## src/rtl/mips_uart_loader_pkg.sv

```systemverilog
// Shared constants and state encodings for the serial boot loader.
// The header byte marks the start of a frame; everything else arriving in IDLE is ignored.
package mips_uart_loader_pkg;

    localparam logic [7:0] LDR_HDR_BYTE = 8'hA5;

    typedef enum logic [2:0] {
        LDR_IDLE,
        LDR_CNT_HI,
        LDR_CNT_LO,
        LDR_DATA,
        LDR_CSUM,
        LDR_DONE,
        LDR_ERR
    } ldr_state_t;

    typedef enum logic [1:0] {
        RX_IDLE,
        RX_START,
        RX_DATA,
        RX_STOP
    } rx_state_t;

    // States in which a frame is open: timeouts and framing errors abort only here.
    function automatic logic frame_open(input ldr_state_t s);
        return (s == LDR_CNT_HI) || (s == LDR_CNT_LO) || (s == LDR_DATA) || (s == LDR_CSUM);
    endfunction

endpackage

```

## src/rtl/mips_uart_loader_if.sv

```systemverilog
// RAM write port driven by the boot loader while it owns the memory.
interface mips_uart_loader_if;

    logic [31:0] mem_addr_o;
    logic [31:0] mem_dout_o;
    logic [3:0]  mem_wren_o;

    modport master (output mem_addr_o, output mem_dout_o, output mem_wren_o);
    modport slave  (input  mem_addr_o, input  mem_dout_o, input  mem_wren_o);

endinterface

```

## src/rtl/mips_uart_loader_uart_rx_byte.sv

```systemverilog
// 8N1 UART receiver: synchroniser, bit timer and shifter producing one byte per frame.
// byte_vld and frame_err are single-cycle pulses in the stop-bit sample cycle.
module uart_rx_byte
    import mips_uart_loader_pkg::*;
#(
    parameter int CLKS_PER_BIT = 434
) (
    input  logic       clk,
    input  logic       rst,
    input  logic       ser_rxd,
    output logic [7:0] rx_byte,
    output logic       byte_vld,
    output logic       frame_err
);

    localparam int CW = $clog2(CLKS_PER_BIT);
    localparam logic [CW-1:0] HALF_BIT = CW'(CLKS_PER_BIT / 2 - 1);
    localparam logic [CW-1:0] FULL_BIT = CW'(CLKS_PER_BIT - 1);

    logic            rxd_m, rxd_s, rxd_d;
    rx_state_t       state_q, state_d;
    logic [CW-1:0]   cnt_q, cnt_d;
    logic [2:0]      bit_q, bit_d;
    logic [7:0]      shift_q, shift_d;

    // Two flops against metastability plus one more for falling-edge detection.
    always_ff @(posedge clk or negedge rst) begin
        if (!rst) begin
            rxd_m   <= 1'b1;
            rxd_s   <= 1'b1;
            rxd_d   <= 1'b1;
            state_q <= RX_IDLE;
            cnt_q   <= '0;
            bit_q   <= '0;
            shift_q <= '0;
        end else begin
            rxd_m   <= ser_rxd;
            rxd_s   <= rxd_m;
            rxd_d   <= rxd_s;
            state_q <= state_d;
            cnt_q   <= cnt_d;
            bit_q   <= bit_d;
            shift_q <= shift_d;
        end
    end

    always_comb begin
        state_d = state_q;
        cnt_d   = cnt_q + 1'b1;
        bit_d   = bit_q;
        shift_d = shift_q;
        case (state_q)
            RX_IDLE: begin
                cnt_d = '0;
                if (rxd_d && !rxd_s) state_d = RX_START;
            end
            RX_START: begin
                // A line back high at mid start bit was a glitch, not a frame.
                if (cnt_q == HALF_BIT) begin
                    cnt_d   = '0;
                    bit_d   = '0;
                    state_d = rxd_s ? RX_IDLE : RX_DATA;
                end
            end
            RX_DATA: begin
                if (cnt_q == FULL_BIT) begin
                    cnt_d   = '0;
                    shift_d = {rxd_s, shift_q[7:1]};
                    bit_d   = bit_q + 1'b1;
                    if (bit_q == 3'd7) state_d = RX_STOP;
                end
            end
            RX_STOP: begin
                if (cnt_q == FULL_BIT) begin
                    cnt_d   = '0;
                    state_d = RX_IDLE;
                end
            end
            default: state_d = RX_IDLE;
        endcase
    end

    assign rx_byte   = shift_q;
    assign byte_vld  = (state_q == RX_STOP) && (cnt_q == FULL_BIT) &&  rxd_s;
    assign frame_err = (state_q == RX_STOP) && (cnt_q == FULL_BIT) && !rxd_s;

endmodule

```

## src/rtl/mips_uart_loader.sv

```systemverilog
// Serial boot loader: parses A5 | count | words | xor-checksum frames from the UART and
// writes the words into instruction RAM, holding the core in reset until a load succeeds.
module mips_uart_loader
    import mips_uart_loader_pkg::*;
#(
    parameter int CLKS_PER_BIT = 434,
    parameter int MEM_WORDS    = 1024,
    parameter int TIMEOUT_BITS = 2000,
    parameter bit BOOT_HOLD    = 1'b1
) (
    input  logic                clk,
    input  logic                rst,
    input  logic                ser_rxd,
    mips_uart_loader_if.master  mem,
    output logic                hold_core_o,
    output logic                busy_o,
    output logic                done_o,
    output logic                err_o
);

    localparam int IW = $clog2(MEM_WORDS);
    localparam int AW = IW + 2;
    localparam int TO_CYCLES = TIMEOUT_BITS * CLKS_PER_BIT;
    localparam int TW = $clog2(TO_CYCLES + 1);
    localparam logic [TW-1:0] TO_LIMIT = TW'(TO_CYCLES - 1);

    logic [7:0]  rx_byte;
    logic        byte_vld;
    logic        frame_err;

    ldr_state_t  state_q, state_d;
    logic [7:0]  cnt_hi_q;
    logic [15:0] word_cnt_q;
    logic [IW-1:0] word_idx_q;
    logic [1:0]  byte_idx_q;
    logic [23:0] asm_q;
    logic [7:0]  csum_q;
    logic [TW-1:0] to_cnt_q;

    logic [15:0] n_word;
    logic        last_word;
    logic        timeout;
    logic [AW-1:0] word_addr;

    uart_rx_byte #(.CLKS_PER_BIT(CLKS_PER_BIT)) u_rx (
        .clk      (clk),
        .rst      (rst),
        .ser_rxd  (ser_rxd),
        .rx_byte  (rx_byte),
        .byte_vld (byte_vld),
        .frame_err(frame_err)
    );

    assign n_word    = {cnt_hi_q, rx_byte};
    assign last_word = (16'(word_idx_q) == (word_cnt_q - 16'd1));
    assign timeout   = frame_open(state_q) && (to_cnt_q == TO_LIMIT);
    assign word_addr = {word_idx_q, 2'b00};

    always_comb begin
        state_d = state_q;
        case (state_q)
            LDR_IDLE:   if (byte_vld && rx_byte == LDR_HDR_BYTE) state_d = LDR_CNT_HI;
            LDR_CNT_HI: if (byte_vld) state_d = LDR_CNT_LO;
            LDR_CNT_LO: begin
                if (byte_vld) begin
                    if (n_word > 16'(MEM_WORDS)) state_d = LDR_ERR;
                    else if (n_word == 16'd0)    state_d = LDR_CSUM;
                    else                         state_d = LDR_DATA;
                end
            end
            LDR_DATA:   if (byte_vld && byte_idx_q == 2'd3 && last_word) state_d = LDR_CSUM;
            LDR_CSUM:   if (byte_vld) state_d = (rx_byte == csum_q) ? LDR_DONE : LDR_ERR;
            LDR_DONE:   state_d = LDR_IDLE;
            LDR_ERR:    state_d = LDR_IDLE;
            default:    state_d = LDR_IDLE;
        endcase
        if (frame_open(state_q) && (frame_err || timeout)) state_d = LDR_ERR;
    end

    always_ff @(posedge clk or negedge rst) begin
        if (!rst) begin
            state_q        <= LDR_IDLE;
            cnt_hi_q       <= '0;
            word_cnt_q     <= '0;
            word_idx_q     <= '0;
            byte_idx_q     <= '0;
            asm_q          <= '0;
            csum_q         <= '0;
            to_cnt_q       <= '0;
            mem.mem_addr_o <= '0;
            mem.mem_dout_o <= '0;
            mem.mem_wren_o <= '0;
            hold_core_o    <= BOOT_HOLD;
            busy_o         <= 1'b0;
            done_o         <= 1'b0;
            err_o          <= 1'b0;
        end else begin
            state_q        <= state_d;
            mem.mem_wren_o <= '0;
            if (!frame_open(state_q) || byte_vld) to_cnt_q <= '0;
            else                                  to_cnt_q <= to_cnt_q + 1'b1;

            case (state_q)
                LDR_IDLE: begin
                    if (state_d == LDR_CNT_HI) begin
                        busy_o         <= 1'b1;
                        hold_core_o    <= 1'b1;
                        done_o         <= 1'b0;
                        err_o          <= 1'b0;
                        word_idx_q     <= '0;
                        byte_idx_q     <= '0;
                        csum_q         <= '0;
                        mem.mem_addr_o <= '0;
                    end
                end
                LDR_CNT_HI: if (byte_vld) begin
                    cnt_hi_q <= rx_byte;
                    csum_q   <= csum_q ^ rx_byte;
                end
                LDR_CNT_LO: if (byte_vld) begin
                    word_cnt_q <= n_word;
                    csum_q     <= csum_q ^ rx_byte;
                end
                LDR_DATA: if (byte_vld) begin
                    // Words arrive MSB first; the 4th byte completes and commits the word.
                    csum_q     <= csum_q ^ rx_byte;
                    asm_q      <= {asm_q[15:0], rx_byte};
                    byte_idx_q <= byte_idx_q + 1'b1;
                    if (byte_idx_q == 2'd3) begin
                        mem.mem_wren_o <= 4'hF;
                        mem.mem_dout_o <= {asm_q, rx_byte};
                        mem.mem_addr_o <= 32'(word_addr);
                        word_idx_q     <= word_idx_q + 1'b1;
                    end
                end
                LDR_DONE: begin
                    done_o      <= 1'b1;
                    busy_o      <= 1'b0;
                    hold_core_o <= 1'b0;
                end
                // Core stays held: RAM may contain a partial image.
                LDR_ERR: begin
                    err_o  <= 1'b1;
                    busy_o <= 1'b0;
                end
                default: ;
            endcase
        end
    end

endmodule

```

## src/flat_wrapper.sv

```systemverilog
// flat-port wrapper written by rule: the top's interface ports become plain ports
module mips_uart_loader_flat import mips_uart_loader_pkg::*;
#(
    parameter int CLKS_PER_BIT = 434,
    parameter int MEM_WORDS    = 1024,
    parameter int TIMEOUT_BITS = 2000,
    parameter bit BOOT_HOLD    = 1'b1
)
  (clk, rst, ser_rxd, hold_core_o, busy_o, done_o, err_o, mem_mem_addr_o, mem_mem_dout_o, mem_mem_wren_o);
  mips_uart_loader_if mem_i ();
  input  logic clk;
  input  logic rst;
  input  logic ser_rxd;
  output logic hold_core_o;
  output logic busy_o;
  output logic done_o;
  output logic err_o;
  output wire logic [$bits(mem_i.mem_addr_o)-1:0] mem_mem_addr_o;
  output wire logic [$bits(mem_i.mem_dout_o)-1:0] mem_mem_dout_o;
  output wire logic [$bits(mem_i.mem_wren_o)-1:0] mem_mem_wren_o;
  assign mem_mem_addr_o = mem_i.mem_addr_o;
  assign mem_mem_dout_o = mem_i.mem_dout_o;
  assign mem_mem_wren_o = mem_i.mem_wren_o;
  mips_uart_loader #(.CLKS_PER_BIT(CLKS_PER_BIT), .MEM_WORDS(MEM_WORDS), .TIMEOUT_BITS(TIMEOUT_BITS), .BOOT_HOLD(BOOT_HOLD)) u_core (.clk(clk), .rst(rst), .ser_rxd(ser_rxd), .mem(mem_i), .hold_core_o(hold_core_o), .busy_o(busy_o), .done_o(done_o), .err_o(err_o));
endmodule
```

## config.mk

```make
export PLATFORM = sky130hd
export DESIGN_NAME = mips_uart_loader_flat
export DESIGN_NICKNAME = d
export VERILOG_FILES = /design/src/rtl/mips_uart_loader_pkg.sv /design/src/rtl/mips_uart_loader_if.sv /design/src/rtl/mips_uart_loader_uart_rx_byte.sv /design/src/rtl/mips_uart_loader.sv /design/src/flat_wrapper.sv
export SDC_FILE = /design/constraint.sdc
export NUM_CORES = 1
export LEC_CHECK = 0
export ABC_CLOCK_PERIOD_IN_PS = 4900
export CORE_MARGIN = 5
export CORE_UTILIZATION = 50
export CTS_CLUSTER_SIZE = 20
export DETAILED_ROUTE_END_ITERATION = 8
export PLACE_DENSITY = 0.75
export SLEW_MARGIN = 20
export SYNTH_ARGS = -nofsm -noshare
export SYNTH_HDL_FRONTEND = slang
export SYNTH_SLANG_ARGS = --single-unit
```

## constraint.sdc

```tcl
create_clock -name clk -period 4.9 [get_ports clk]
set_clock_uncertainty 0.1 [all_clocks]
set_input_delay 0.735 -clock clk [delete_from_list [all_inputs] [get_ports clk]]
set_output_delay 0.735 -clock clk [all_outputs]
set_load 0.05 [all_outputs]
```

The metal 1 layer:
Scale bar: 50 µm.
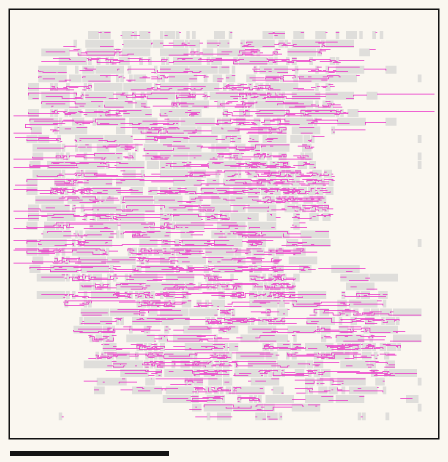
The longest straight run is 36.8 µm. The wires run mostly horizontal. The layer holds 46% of the routed length. The layer carries 7,340 µm of wire. 748 nets have wire on it.
via count: 5,587
Post-Route WL: 15,800 µm
M1 GR Usage: 0.261

Met2 routing:
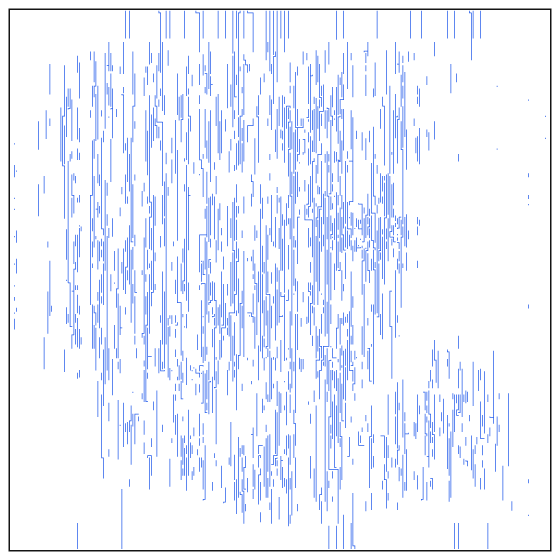
682 nets have wire on it. The wires run mostly vertical. The longest straight run is 42.5 µm.
grt met2 use: 0.280

The metal 3 layer:
Scale bar: 50 µm.
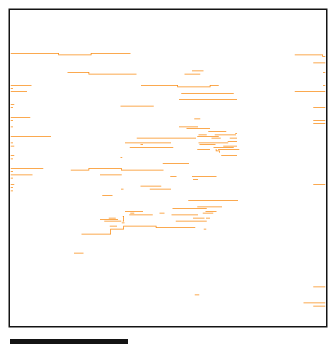
The longest straight run is 24.8 µm. The layer carries 790 µm of wire. The wires run mostly horizontal.
M3 GR Usage: 0.0491

==> impl_metrics.yaml <==
# flow metrics
yosys:
  async_reset_ff_frac: 1.00
  ys.flop_type: "dfrtp_1"
  ys_sh_xor: 0.0600
  numSynthFlops: 163
  ys_sh_simple: 0.219
  netlist_instances: 791
  edf_count: 0
  synth_adder_area_share: 0.0159
  mux_area_frac: 0.0668
  ys_cells: 791
  postSynthSeqShare: 0.528
  synthDistinctLibCells: 59
placed_design:
  dpl_cell_area_mm2: 0.00824
  io_buffers: 52
  dp_cells: 992
run:
  warnings: 28
sta:
  setup_viol: 0
  fin_tns_setup_ps: 0
  rsz0062_at_grt: "false"
  tightest_slew_ps: 962
  clock.fmax_mhz: 304
  finalCritPeriodShare: 0.670
worst_setup_path:
  worstSetupStartpointType: "flip-flop"
  crit_family: "simple AND/OR/NAND/NOR gates"
  startpoint: "u_core.u_rx.cnt_q[2]"
  cp.arrival_ps: 3470
  crit_required_ps: 5090
  slowest_stage: "or4b_1"
  rr_startpoint: "u_core.u_rx.cnt_q[2]"
  ff2ff_path_depth: 8
  rrSetupSlack_ps: 1610
  path_depth: 8
cts:
  clk_path_buf_depth: 2
  path_clk_slew_ps: 70
  cts_tree: "yes"
  clock_latency_ps: 440
  postCtsHoldBufs: 0
routing:
  drc: 0
  via_per_inst: 5.46
  drt-initial-drc-count: 410
layout:
  largest_register: "u_core.mem.mem_dout_o"
  final_nets: 835
  drive_gt1_frac: 0.117
  lay_top_count: "nand2_1"
  largest_reg_flops: 32
power_and_ir_drop:
  powerSeq_w: 0.00142
  leakage_nw: 4.25
  finalPower_w: 0.00297
  power_density_mw_per_mm2: 335
  switchingPower_w: 0.000803
  seqPwrFrac: 0.478
  combPwrFrac: 0.056
  vdd_ir_drop_max_mv: 0.321
grt:
  grt_pass1_wl_um: 26800
  gr-total-overflow: 0
  grt_max_degree: 94
  grt_pass1_vias: 5383
  antenna_found_initial: 0
min_path:
  hp-class: "primary input to async pin"
floorplan:
  die_area_mm2: 0.0180
  fp.dieH_um: 134
run_status:
  status: "completed"
==> synthesized netlist by cell type, types with 2 or more instances <==
cell	instances	share of area
a21o_1	2	0.0019
buf_2	11	0.0071
or2_2	3	0.0024
nand4b_1	3	0.0034
and3_1	9	0.0073
nor2_1	61	0.030
nor3_1	13	0.0084
and2_1	3	0.0024
or4_1	6	0.0058
a211oi_1	2	0.0019
inv_1	10	0.0049
nand3b_1	2	0.0019
ha_1	9	0.015
and4_1	5	0.0057
nand4_1	16	0.013
buf_6	2	0.0029
o21ai_1	3	0.0019
nand2b_1	3	0.0024
nor4b_1	2	0.0023
o2111ai_1	3	0.0034
dfrtp_1	159	0.51
o21ai_0	39	0.025
nor3b_1	3	0.0029
buf_4	25	0.024
o41ai_1	2	0.0023
nand2_1	192	0.093
a31oi_1	2	0.0016
mux2_2	45	0.066
a21oi_1	8	0.0052
xor2_1	30	0.034
clkbuf_1	25	0.012
o31ai_1	4	0.0039
or3_1	5	0.0040
dfstp_2	4	0.014
nor4_1	9	0.0073
xnor2_1	23	0.026
nor2b_1	5	0.0040
nand3_1	19	0.012
nor2_2	2	0.0016
o22ai_1	3	0.0024
==> layout make-up <==
class                           instances  area [µm²]
Clock buffer                           17         425
Clock inverter                         15         205
Fill cell                            1278        6330
Inverter                               12        46.3
Multi-Input combinational cell        573        3320
Sequential cell                       163        4080
Tap cell                              188         235
Timing Repair Buffer                   56         552
==> routing by layer <==
layer | routed length, µm | part of all wire | track usage | vias to the layer above
met5 | 0 | 0 | 0 | -
met4 | 171 | 0.011 | 0.0452 | 0
met3 | 790 | 0.050 | 0.0491 | 18
met2 | 7510 | 0.48 | 0.280 | 160
met1 | 7340 | 0.46 | 0.261 | 2728
li1 | - | - | - | 2681
